File: config.mk
export PLATFORM = sky130hd
export DESIGN_NAME = hp48gx_mmio
export DESIGN_NICKNAME = d
export VERILOG_FILES = /design/src/rtl/hp48gx_mmio.sv
export SDC_FILE = /design/constraint.sdc
export NUM_CORES = 1
export LEC_CHECK = 0
export CORE_MARGIN = 3
export CORE_UTILIZATION = 42
export CTS_CLUSTER_SIZE = 24
export DETAILED_ROUTE_END_ITERATION = 8
export GPL_ROUTABILITY_DRIVEN = 1
export HOLD_SLACK_MARGIN = 0.15
export SYNTH_ARGS = -nofsm -noshare
export SYNTH_HDL_FRONTEND = slang
export SYNTH_SLANG_ARGS = --single-unit
export TNS_END_PERCENT = 50
File: constraint.sdc
create_clock -name i_clk -period 6.8 [get_ports i_clk]
set_clock_uncertainty 0.1 [all_clocks]
set_input_delay 0.68 -clock i_clk [delete_from_list [all_inputs] [get_ports i_clk]]
set_output_delay 0.68 -clock i_clk [all_outputs]
set_load 0.02 [all_outputs]
File: src/rtl/hp48gx_mmio.sv
// rtl/hp48gx_mmio.sv - HP48GX Saturn nibble-bus MMIO register file (64 nibbles)
// Tracks the controller PC/DP pointers and joins the address space via the CONFIGURE daisy chain.
module hp48gx_mmio (
   input  logic        i_clk,
   input  logic        i_reset,
   input  logic        i_clk_en,
`ifdef SIM
   input  logic [1:0]  i_phase,
   input  logic [31:0] i_cycle_ctr,
`endif
   input  logic        i_phase_0,
   input  logic        i_debug_cycle,
   input  logic        i_bus_clk_en,
   input  logic        i_bus_is_data,
   input  logic [3:0]  i_bus_nibble_in,
   output logic [3:0]  o_bus_nibble_out,
   input  logic        i_bus_daisy,
   output logic        o_bus_daisy,
   output logic        o_bus_active
);

   typedef enum logic [3:0] {
      M_NOP         = 4'h0,
      M_ID          = 4'h1,
      M_PC_READ     = 4'h2,
      M_DP_READ     = 4'h3,
      M_PC_WRITE    = 4'h4,
      M_DP_WRITE    = 4'h5,
      M_LOAD_PC     = 4'h6,
      M_LOAD_DP     = 4'h7,
      M_CONFIGURE   = 4'h8,
      M_UNCONFIGURE = 4'h9
   } mode_t;

   mode_t       mode, mode_next;
   logic [3:0]  mem [64];
   logic [19:0] base, pc_ptr, dp_ptr, addr_shift, assembled, ptr;
   logic        configured;
   logic [2:0]  addr_cnt, id_cnt;
   logic        strobe, is_pc, is_read, is_write, is_load, hit, last_nibble;
   logic [3:0]  id_nibble;
   logic        unused_inputs;

   assign unused_inputs = ^{i_clk_en
`ifdef SIM
                            , i_phase, i_cycle_ctr
`endif
                           };

   assign strobe      = i_bus_clk_en && i_phase_0 && !i_debug_cycle;
   assign is_pc       = (mode == M_PC_READ) || (mode == M_PC_WRITE);
   assign is_read     = (mode == M_PC_READ) || (mode == M_DP_READ);
   assign is_write    = (mode == M_PC_WRITE) || (mode == M_DP_WRITE);
   assign is_load     = (mode == M_LOAD_PC) || (mode == M_LOAD_DP) ||
                        (mode == M_CONFIGURE) || (mode == M_UNCONFIGURE);
   assign ptr         = is_pc ? pc_ptr : dp_ptr;
   assign hit         = configured && (ptr[19:6] == base[19:6]);
   // Addresses arrive LSB first, so the newest nibble lands in the top of the shifter.
   assign assembled   = {i_bus_nibble_in, addr_shift[19:4]};
   assign last_nibble = is_load && (addr_cnt == 3'd4);

   always_comb begin
      id_nibble = 4'h0;
      case (id_cnt)
         3'd0:    id_nibble = 4'h9;
         3'd1:    id_nibble = 4'h1;
         default: id_nibble = 4'h0;
      endcase
   end

   assign o_bus_daisy      = configured;
   assign o_bus_active     = (is_read && hit) ||
                             ((mode == M_ID) && (id_cnt < 3'd5) && !configured && i_bus_daisy);
   assign o_bus_nibble_out = is_read ? mem[ptr[5:0]] : ((mode == M_ID) ? id_nibble : 4'h0);

   always_comb begin
      mode_next = mode;
      if (strobe) begin
         if (!i_bus_is_data) begin
            mode_next = (i_bus_nibble_in <= 4'h9) ? mode_t'(i_bus_nibble_in) : M_NOP;
         end else if (last_nibble) begin
            case (mode)
               M_LOAD_PC: mode_next = M_PC_READ;
               M_LOAD_DP: mode_next = M_DP_READ;
               default:   mode_next = M_NOP;
            endcase
         end
      end
   end

   always_ff @(posedge i_clk) begin
      if (i_reset) begin
         mode       <= M_NOP;
         configured <= 1'b0;
         base       <= 20'h0;
         pc_ptr     <= 20'h0;
         dp_ptr     <= 20'h0;
         addr_shift <= 20'h0;
         addr_cnt   <= 3'd0;
         id_cnt     <= 3'd0;
         for (int i = 0; i < 64; i++) mem[i] <= 4'h0;
      end else begin
         mode <= mode_next;
         if (strobe && !i_bus_is_data) begin
            addr_cnt <= 3'd0;
            id_cnt   <= 3'd0;
            if (i_bus_nibble_in == 4'hF) configured <= 1'b0;
         end else if (strobe) begin
            if (is_load) begin
               addr_shift <= assembled;
               addr_cnt   <= last_nibble ? 3'd0 : addr_cnt + 3'd1;
            end
            if (last_nibble) begin
               case (mode)
                  M_LOAD_PC: pc_ptr <= assembled;
                  M_LOAD_DP: dp_ptr <= assembled;
                  M_CONFIGURE:
                     if (!configured && i_bus_daisy) begin
                        base       <= {assembled[19:6], 6'b0};
                        configured <= 1'b1;
                     end
                  M_UNCONFIGURE:
                     if (configured && (assembled[19:6] == base[19:6])) configured <= 1'b0;
                  default: ;
               endcase
            end
            if (is_write && hit) mem[ptr[5:0]] <= i_bus_nibble_in;
            // Pointers follow every transfer so they stay in step with the controller.
            if (is_read || is_write) begin
               if (is_pc) pc_ptr <= pc_ptr + 20'h1;
               else       dp_ptr <= dp_ptr + 20'h1;
            end
            if ((mode == M_ID) && (id_cnt != 3'd5)) id_cnt <= id_cnt + 3'd1;
         end
      end
   end

endmodule

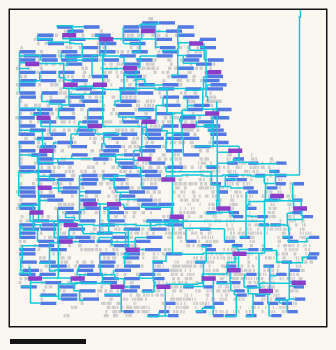
**Above:** run 1 (clock distribution).
Scale bar: 50 µm.
- clock wires: cyan (length 4710 µm)
- flip-flops: blue (count 337)
- clock-net drivers: purple (count 38)
- routed clock nets: 39
- flops lie: widely spread
Power Clock: 1890 µW
relative contribution of the clock network to total power: 0.435
Clock Latency Late Sink: 0.56 ns

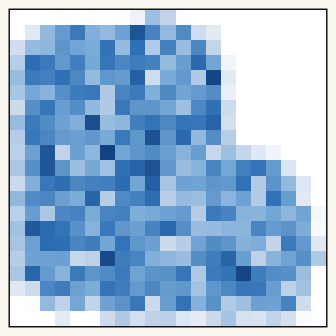
**Above:** run 1 (local utilization).
The die is cut into 21 by 21 equal tiles; white is low, dark blue is high, 0 to 100% covered.
- fullest tile: 93%
- nearly empty tiles: 20%
- emptiest ninth of the die: north-east
post-layout util: 0.466
Core Density at Floorplan: 0.429
core area: 40100 µm²

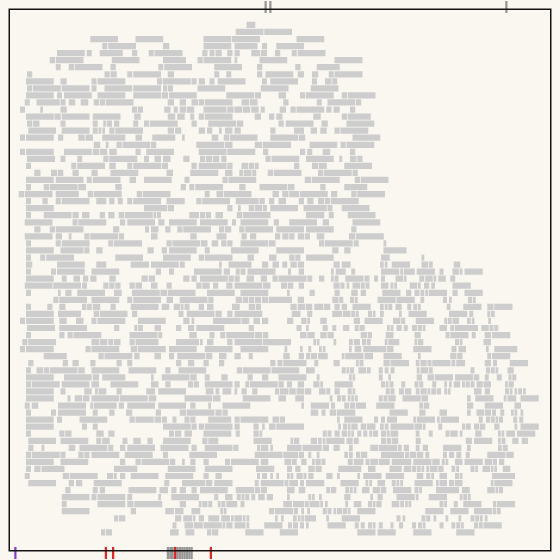
**Above:** run 1 (pin placement).
Pins as bars across the die edge, other pins in gray.
- i_bus_nibble_in: red (pins 4; direction input; edge south)
- i_clk_en: purple (pins 1; direction input; edge south)
- all pins by edge: 15 south, 3 north
height of the chip: 208 µm
number of buffer cells added on primary ports: 16
horizontal die size: 208 µm

==> run summary, run 1 <==
Observations from the implementation run.

Outcome:
- The flow ran to the end, and the final reports show no timing, DRC or antenna violations.

STA:
- The run puts the final setup slack of the worst path at 0.471 ns.
- The run gives the portion of the clock cycle consumed by the worst path in the final layout as 0.931.
- The run gives the slew of the pin with the lowest slew margin as 1.31 ns.
- The run gives the maximum clock frequency as 158 MHz.
- The run puts the count of final hold-check violations at 0.
- Setup repair after global routing left no endpoint under its margin.
- The run puts the setup TNS at 0 ns.
- Headroom to the max-slew limit came out at 0.125.
- The run puts the number of pins exceeding their max-slew limit in the final report at 0.
- The run puts the total setup violations reported at the end of the flow at 0.
- The final timing report derives a shortest allowable period of 6.33 ns.

Power and ir drop:
- Looking at the VDD voltage map, the peak drop is 0.164 mV.
- Per the summary, power density relative to cell area is 232 nW/µm².
- The run gives the overall power consumption as 4340 µW.
- In this run the static leakage power is 0.00736 µW.

Placed design:
- The run puts the placement-stage worst setup slack at ~1.2 ns.
- The run puts the post-placement cell area at 17600 µm².
- In the placement report, post-DP HPWL is listed as ~32000 µm.
- The run gives the routability congestion estimate as 0.849.

Clock tree:
- CTS placed an instance of clkbuf_16 at the clock tree root.
- In this run, post-CTS repair resized a total of 0 instances.
- The run puts the number of buffers added to fix hold violations after cts at 0.
- Per the CTS log, the buffer count on the longest clock path is 3.
- The run puts the number of clock sinks seen by CTS at 337.
- The H-tree was split into 2 levels.
- The run gives the clock-pin slew on the worst setup and hold paths as approximately 0.060 ns.
- TritonCTS created 38 clock buffers.
- The run gives the number of setup buffers added after CTS as 0.
- TritonCTS built the clock tree.

Worst setup path:
- The launch point of the worst register-to-register path is recorded as mode[0].
- The run gives the destination of the critical timing path as o_bus_nibble_out[0].
- The run gives the worst flop-to-flop path endpoint as mem[32][3].
- Logic depth along the worst register-to-register path is recorded as 9.
- The run gives the type of the worst setup path as reg -> out.
- The run puts the arrival time of data at the critical path endpoint at 5.55 ns.
- The run puts the required time at the endpoint of the critical path at 6.02 ns.
- The run puts the highest fanout seen on the critical path at 16.
- STA classifies the critical path startpoint as a flop.
- Setup slack on the worst reg-to-reg path comes out at 1.46 ns.
- The critical path starts at mode[0].
- The worst setup path is captured at a primary output.

Synthesis:
- The run puts the post-synthesis simple-gate area fraction at 0.197.
- The run gives the post-synthesis sequential element count as 337.
- The run gives the total standard cell area after synthesis as 17200 µm².
- The run gives the number of standard cells after synthesis as approximately 1.6k.
- The synthesized netlist contains 77 unique library cells.
- The run gives the largest non-sequential cell family by area as simple AND/OR/NAND/NOR gates.
- The run gives the chip area from the yosys synthesis statistics as 17200 µm².
- The run puts the count of yosys warnings during synthesis at 0.
- The run gives the post-synthesis net count as about 1.7k.
- Looking at the cell usage after synthesis, the top flip-flop cell is edfxtp_1.
- Per the synthesis report, the XOR/XNOR share of the synthesized area is 0.0146.
- Of the synthesized area, sequential elements account for 0.541.
- In this run, the synthesized area fraction spent on AND-OR/OR-AND gates is recorded as 0.184.
- The run puts the adder and majority cell fraction of the synthesized area at 0.00509.
- The run gives the number of cells in the yosys synthesis report as around 1.6k.
- The run gives the area fraction in mux cells as 0.00647.
- The synthesis report gives the async set-or-reset register share as 0.
- The run gives the number of enable-type register cells in the synthesized netlist as 256.
- The run puts the mean post-synth cell area at 10.5 µm².

Layout:
- The run gives the antenna diode instance count as 0.
- The run gives the count of nets after finishing as approximately 1.6k.
- From synthesis to final layout, the design area changed by 8.52%.
- The layout summary lists the proportion of cells stronger than drive strength 1 as 0.0849.
- The run gives the area of all placed cells without fillers as approximately 19000 µm².
- The run gives the filler cell count in the final layout as 3671.
- The run puts the combined area of the multi-input logic cells at 7020 µm².
- The run puts the sequential cell area at 9310 µm².

Global route:
- In the global route stage, overall resource usage came out at 0.236.
- The via count of the first global-routing pass came to 12.6k.
- The run gives the wire length of the first global-routing pass as 79900 µm.
- Entering global routing, the biggest net connects 84 pins.
- The run gives the total overflow reported by the global router as 0.
- The run gives the initial antenna violation count as 0.

Worst hold path:
- STA reports the tightest min-delay check as being of type reg -> reg.
- Looking at hold timing, the worst path starts from addr_shift[4].

Route:
- The run gives the iteration tally of the first detailed-router pass as 5.
- The run puts the DRC violation count after routing at 0.
- The run puts the initial DRC count at roughly 1.6k.
- The run gives the remaining antenna violation count as 0.
- The run puts the final routed wire length divided by cell count at 25.0 µm.
- Wires add up to 52900 µm.
- Across all layers, the routed design uses 13.5k vias.
- The script logs the ratio of routed vias to standard cells as about 6.4.

Die:
- The run gives the area of the die as roughly 43000 µm².
- The run puts the count of boundary I/O pins at 18.
- The run gives the number of core rows as 73.

Run:
- The run puts the tally of OpenROAD warnings at 30.
- The run puts the max-cap violation count at 0.
==> run 1: cell usage after synthesis, drive strengths merged (36+ instances only) <==
library cell / count / share of area
nor2: 68 / 0.021
dfxtp: 81 / 0.094
buf: 39 / 0.017
and3: 247 / 0.090
o21ai: 47 / 0.014
nand3: 55 / 0.016
a21o: 68 / 0.030
edfxtp: 256 / 0.45
a21boi: 36 / 0.016
o22ai: 58 / 0.021
nand2: 112 / 0.024
clkbuf: 141 / 0.031
a21oi: 81 / 0.024
==> run 1: sequential cells by signal, indices dropped and copies added, names as in the netlist <==
register,cells
mem,256
dp_ptr,20
pc_ptr,20
addr_shift,16
base,14
mode,4
addr_cnt,3
id_cnt,3
o_bus_daisy,1
==> run 1: report_power, final <==
group | internal, µW | total (µW) | switching (µW)
Combinational | 44.8 | 171 | 126
Clock | 1040 | 1890 | 846
Sequential | 2260 | 2280 | 21.4
==> run 1: cells by family after synthesis <==
kind of cell	after synthesis
AND/OR/NAND/NOR	599
buffers and inverters	200
multiplexers	11
AND-OR/OR-AND	457
adder cells (fa/ha/maj)	7
XOR/XNOR	27
flip-flops	337
==> run 1: worst min-delay path by stage <==
stage	end	cells after the start
after detailed placement	addr_shift[4]	2
after global routing	base[14]	2
after global placement	base[18]	2
after floorplan	addr_shift[7]	2
after CTS	addr_shift[4]	2
final	addr_shift[4]	2
==> run 1: cell type report <==
class | count | area share
Sequential cell | 337 | 0.498
Clock inverter | 14 | 0.00456
Clock buffer | 52 | 0.0543
Inverter | 20 | 0.00402
Multi-Input combinational cell | 1101 | 0.376
Tap cell | 525 | 0.0352
Timing Repair Buffer | 66 | 0.0275
==> run 1: layer usage <==
layer	global-route usage	wire length, µm	vias up
li1	-	-	6117
met1	0.336	22600	6643
met2	0.372	24300	663
met3	0.0365	4280	107
met4	0.0767	1780	0
met5	0	0	-
==> run 1: cell usage in the layout (no fill, tap or decap), types with 25 or more instances in the layout <==
master       n
nand3_1     55
o22ai_1     58
a21oi_1     80
buf_4       51
edfxtp_1   256
nor4_1      33
a211oi_1    26
and3_1     247
nor2_1      53
clkbuf_16   38
nand2_1    112
a22oi_1     25
a21boi_0    34
a21o_1      68
o21ai_0     43
dfxtp_1     81
==> run 1: worst max-delay path, cell delays in order, from the launching register on <==
cell             delay, ns
dfxtp_1               0.46
or2_0                 0.89
or4_1                 0.24
nand2_1               0.28
a2111oi_0             0.88
a31oi_1               0.17
a2111o_1              0.45
a2111oi_0             0.88
o21ai_1               0.15
clkdlybuf4s50_1       0.58
==> run 1: through the flow <==
| stage | util | std cells | hold WS [ns] |
|---|---|---|---|
| after floorplan | - | 1638 | 0.346 |
| after global placement | 0.438 | 2049 | 0.370 |
| after detailed placement | 0.438 | 2049 | 0.372 |
| after CTS | 0.466 | 2115 | 0.382 |
| after global routing | 0.466 | 2115 | 0.403 |
| final | 0.466 | 2115 | 0.381 |
**Run 1: M3 wires**

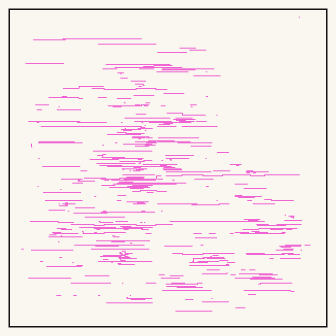

==> run 2: changes to the inputs <==
==> constraint.sdc (replaced) <==
create_clock -name i_clk -period 5.2 [get_ports i_clk]
set_clock_uncertainty 0.1 [all_clocks]
set_input_delay 0.52 -clock i_clk [delete_from_list [all_inputs] [get_ports i_clk]]
set_output_delay 0.52 -clock i_clk [all_outputs]
set_load 0.02 [all_outputs]
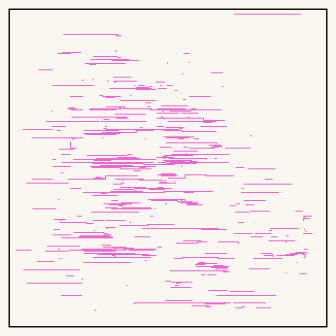
**Above:** run 2 (M3 wires).
- wire length on this layer: 4120 µm
- longest straight run: 63.3 µm
- nets with wire on the layer: 161
- share of all routed wire: 7.6%
- main direction: horizontal
wire length reported by the detailed router: 54000 µm
vias post-DR: 13.6k

==> run 2 against run 1 <==
Via count rose by 0.69%. Area after synthesis did not move. Clock power rose by 39%. Count of clock-buffer cells in the layout rose by 2. Cell count rose by 1.3%. Setup slack got worse by 0.33 ns. Routed wire length rose by 2.1%. Non-clock buffer count rose by 23. Sequential power rose by 31%. Sequential cell count did not move. Global-route usage rose by 0.55 points. Largest power group unchanged.
==> run summary, run 2 <==
Observations from the implementation run.

Power and ir drop:
- The run gives the power per cell area as 306 nW/µm² (was 232 nW/µm²).
- The run puts the power spent charging and discharging nets at 1350 µW (was 993 µW).
- The run gives the static leakage power as 0.00755 µW (was 0.00736 µW).
- The run gives the share of total power consumed by net switching as 0.232 (was 0.229).
- The run puts the sequential share of power at 0.511 (was 0.525).
- The overall power consumption came to 5840 µW (was 4340 µW).
- The run gives the internal power component as 4490 µW (was 3350 µW).
- The run puts the portion of total power attributed to the clock network at 0.450 (was 0.435).
- The combinational fraction of design power was 0.039 (about the same).
- The run puts the worst supply voltage drop on vdd at 0.251 mV (was 0.164 mV).

Synthesis:
- The run puts the number of enable-type register cells in the synthesized netlist at 256 (unchanged).
- The run gives the sequential-to-total area share from yosys stat as 0.541 (unchanged).
- The post-synthesis cell type with the largest instance count is edfxtp_1 (unchanged).
- The run puts the post-synthesis simple-gate area fraction at 0.197 (unchanged).
- The largest non-sequential cell family by area was simple AND/OR/NAND/NOR gates (unchanged).
- The chip area from the yosys synthesis statistics is 17200 µm² (unchanged).
- The run puts the number of standard cells after synthesis at 1638 (unchanged).
- The run puts the post-synthesis share of cell area spent on xor and xnor gates at 0.0146 (unchanged).
- The run gives the post-synthesis share of cell area spent on and-or and or-and gates as 0.184 (unchanged).
- The run gives the area fraction in mux cells as 0.00647 (unchanged).
- The predominant post-synthesis flop cell was edfxtp_1 (unchanged).
- The run puts the post-synthesis sequential element count at 337 (unchanged).
- The run puts the adder and majority cell fraction of the synthesized area at 0.00509 (unchanged).
- The number of distinct library cells after synthesis came to 77 (unchanged).
- Commonest cells in the synthesized netlist: edfxtp_1 (256), and3_1 (247), clkbuf_1 (139) (unchanged).
- The run gives the biggest area consumer among synthesized cells as edfxtp_1 (unchanged).
- The run puts the mean post-synth cell area at 10.5 µm² (unchanged).
- Ranking of synthesized cells by area: edfxtp_1 (45%), dfxtp_1 (9.4%), and3_1 (9.0%) (unchanged).
- The run gives the number of cells in the yosys synthesis report as 1638 (unchanged).
- The run puts the total standard cell area after synthesis at 17200 µm² (unchanged).
- The run puts the share of the synthesized area in the top cell type at 0.447 (unchanged).
- The run gives the async set-reset flop share out of synthesis as 0 (unchanged).
- The run puts the count of yosys warnings during synthesis at 0 (unchanged).

Die:
- The run gives the count of boundary I/O pins as 18 (unchanged).
- The run gives the number of core rows as 73 (unchanged).
- The run puts the x dimension of the die at 208 µm (unchanged).
- The run gives the area of the die as 43400 µm² (unchanged).
- The run gives the placeable core area as 40100 µm² (unchanged).
- The floorplan die height was 208 µm (unchanged).
- The effective utilization at floorplan was 0.429 (unchanged).

STA:
- The run puts the max-slew headroom at the worst pin at 0.190 (was 0.125).
- The run gives the number of pins exceeding their max-slew limit in the final report as 0 (unchanged).
- The slew of the pin with the lowest slew margin is 1.21 ns (was 1.31 ns).
- RSZ-0062 raised after global routing: true (was false).
- The run puts the shortest period the worst path allows at slightly above 5 ns.
- The run gives the portion of the clock cycle consumed by the worst path in the final layout as 0.973.
- The run gives the final setup slack of the worst path as 0.142 ns (was 0.471 ns).
- The run gives the maximum clock frequency as slightly below 200 MHz.
- The run gives the setup TNS as 0 ns (unchanged).
- The total setup violations reported at the end of the flow is 0 (unchanged).
- The run puts the count of final hold-check violations at 0 (unchanged).

Worst setup path:
- The type of the worst setup path was reg -> out (unchanged).
- The run puts the highest fanout seen on the critical path at 13 (was 16).
- The nature of the critical path startpoint is a flop (unchanged).
- The capturing element type of the critical path was a primary output (unchanged).
- The run gives the worst reg2reg path depth as 10 (was 9).
- The run gives the worst flop-to-flop path endpoint as mem[61][1] (was mem[32][3]).
- The arrival time of data at the critical path endpoint is 4.44 ns (was 5.55 ns).
- The run gives the required time at the endpoint of the critical path as 4.58 ns (was 6.02 ns).
- The run gives the worst flop-to-flop path startpoint as mode[1] (was mode[0]).

Outcome:
- Run status: complete, no violations (unchanged).

Placed design:
- The run puts the routability congestion estimate at 0.875 (was 0.849).
- The half-perimeter wire length of the detailed placement result is 33800 µm (was 32300 µm).
- The run gives the count of port buffers added during placement as 16 (unchanged).
- The run puts the placement-stage worst setup slack at 0.250 ns (was 1.17 ns).

Layout:
- The run gives the count of nets after finishing as 1607 (was 1583).
- The register containing the most flip-flops in the final layout is mem (unchanged).
- The run gives the filler cell count in the final layout as 3596 (was 3671).
- The most common cell after layout, fill and taps aside is edfxtp_1 (unchanged).
- The run puts the area added between synthesis and finish at 10.8% (was 8.52%).
- The run puts the combined area of the multi-input logic cells at 7090 µm² (was 7020 µm²).
- The run gives the sequential cell area as 9310 µm² (about the same).
- Top cells excl fill/tap: edfxtp_1 (256), and3_1 (247), nand2_1 (109), a21oi_1 (80), dfxtp_1 (79) (was edfxtp_1 (256), and3_1 (247), nand2_1 (112), dfxtp_1 (81), a21oi_1 (80)).
- The run gives the layout cell share with drive strength beyond 1 as 0.115 (was 0.0849).
- The antenna diode instance count is 0 (unchanged).
- The number of flip-flops in the largest register came to 256 (unchanged).
- Largest registers: mem x256, dp_ptr x20, pc_ptr x20 (unchanged).

Route:
- The run gives the remaining antenna violation count as 0 (unchanged).
- The run gives the iteration tally of the first detailed-router pass as 5 (unchanged).
- The run gives the via-per-instance ratio as 6.36 (was 6.40).
- The run gives the final routed wire length divided by cell count as 25.2 µm (was 25.0 µm).
- The initial DRC count was 1355 (was 1556).
- The DRC violation count after routing came to 0 (unchanged).

Worst hold path:
- The type of the tightest min-delay check was reg -> reg (unchanged).
- The startpoint of the lowest-slack hold path was base[14] (was addr_shift[4]).
- The run gives the worst min-delay path endpoint as base[14] (was addr_shift[4]).
- The run gives the worst hold path depth as 2 (unchanged).

Global route:
- The wire length of the first global-routing pass was 81800 µm (was 79900 µm).
- The run puts the maximum number of pins on one net before global-route repair at 92 (was 84).
- The run puts the total overflow reported by the global router at 0 (unchanged).
- The total track usage is 0.242 (was 0.236).
- The run puts the via count of the first global-routing pass at 12.8k (was 12.6k).
- The run gives the initial antenna violation count as 0 (unchanged).

Clock tree:
- The run gives the maximum buffer depth of the clock tree as 3 (unchanged).
- The run gives the number of clock sinks seen by CTS as 337 (unchanged).
- The run puts the clock-pin slew on the worst setup and hold paths at 0.06 ns (about the same).
- The run gives the CTS tree as done (unchanged).
- The clock network latency to the later pin of the worst-skew pair is 0.56 ns (about the same).
- The run gives the H-tree depth as 2 (unchanged).
- The number of buffers created by CTS is 39 (was 38).
- The run puts the number of setup buffers added after CTS at 0 (unchanged).
- The run gives the cell at the root of the clock tree as clkbuf_16 (unchanged).

Run:
- The run gives the tally of OpenROAD warnings as 32 (was 30).
- The max-cap violation count was 0 (unchanged).
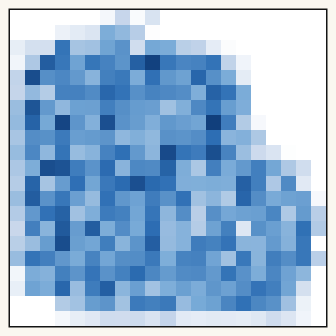
**Above:** run 2 (local utilization).
The die is cut into 21 by 21 equal tiles; white is low, dark blue is high, 0 to 100% covered.
- fullest tile: 94%
- nearly empty tiles: 19%
- mean over tiles: 42%
- emptiest ninth of the die: north-east
- tiles over 75% full: 7.9%
post-layout util: 0.476

[run 2: cell count changes in the layout (fill, tap and decap cells not counted), sizes merged]
| cell | before | now |
|---|---|---|
| clkinv | 14 | 12 |
| inv | 20 | 22 |
| buf | 55 | 78 |
| clkbuf | 52 | 54 |
| clkinvlp | 0 | 3 |
[run 2: critical path: stages, from the launching register on]
cell             delay (ns)
dfxtp_2                0.51
xnor2_4                0.20
nor4b_2                0.90
or2_2                  0.55
a22oi_1                0.13
a31oi_1                0.28
a2111o_1               0.23
a2111oi_1              0.08
buf_4                  0.16
o21ai_1                0.18
clkdlybuf4s50_1        0.64
[run 2: repair_timing]
action | in CTS | in global routing
gates resized | 11 | 7
hold buffers | 0 | 0
gates cloned | 0 | 0
setup endpoints to repair | 4 | 4
[run 2: area by class of cell]
class | instances | share of cell area
inverter | 20 | 0.00394
multi-input combinational | 1101 | 0.371
sequential | 337 | 0.488
tap | 525 | 0.0344
clock inverter | 17 | 0.00597
timing repair buffer | 89 | 0.0392
clock buffer | 54 | 0.0567
[run 2: power groups by stage]
stage                     logic, µW  clock network (µW)  registers [µW]
after global routing            244                2760            2990
after floorplan                 146                   0            3020
final                           228                2630            2980
after CTS                       226                2650            2980
after detailed placement        224                   0            3040
after global placement          222                   0            3040
[run 2: cells by family (layout without fill, tap and decap cells)]
kind of cell	count (synthesis)	count (layout)
AND-OR/OR-AND	457	457
adder cells (fa/ha/maj)	7	7
multiplexers	11	11
buffers and inverters	200	180
AND/OR/NAND/NOR	599	599
flip-flops	337	337
XOR/XNOR	27	27
[run 2: worst max-delay path by stage]
| stage | startpoint | end | slack [ns] | depth (start not counted) |
|---|---|---|---|---|
| floorplan | mode[0] | o_bus_nibble_out[2] | 1.54 | 12 |
| global placement | mode[0] | o_bus_nibble_out[0] | 0.12 | 10 |
| detailed placement | mode[0] | o_bus_nibble_out[0] | 0.25 | 10 |
| CTS | mode[0] | o_bus_nibble_out[1] | -0.04 | 10 |
| global route | mode[1] | o_bus_nibble_out[0] | -0.08 | 11 |
| finish | mode[1] | o_bus_nibble_out[0] | 0.14 | 10 |
[run 2: routing by layer]
layer,part of all wire,routed length (µm),global-route usage,up-vias
met5,0,0,0,-
met4,0.032,1730,0.0890,0
met3,0.076,4120,0.0407,101
met2,0.46,24800,0.372,614
met1,0.43,23400,0.345,6737
li1,-,-,-,6171
[run 2: per-stage QoR]
step	util	area (µm²)	hold slack [ns]	std cells
after floorplan	-	17200	0.346	1638
after global placement	0.444	17800	0.367	2072
after detailed placement	0.444	17800	0.372	2072
after CTS	0.475	19100	0.379	2143
after global routing	0.476	19100	0.408	2143
final	0.476	19100	0.385	2143
Power is estimated from default activity; no workload was simulated.
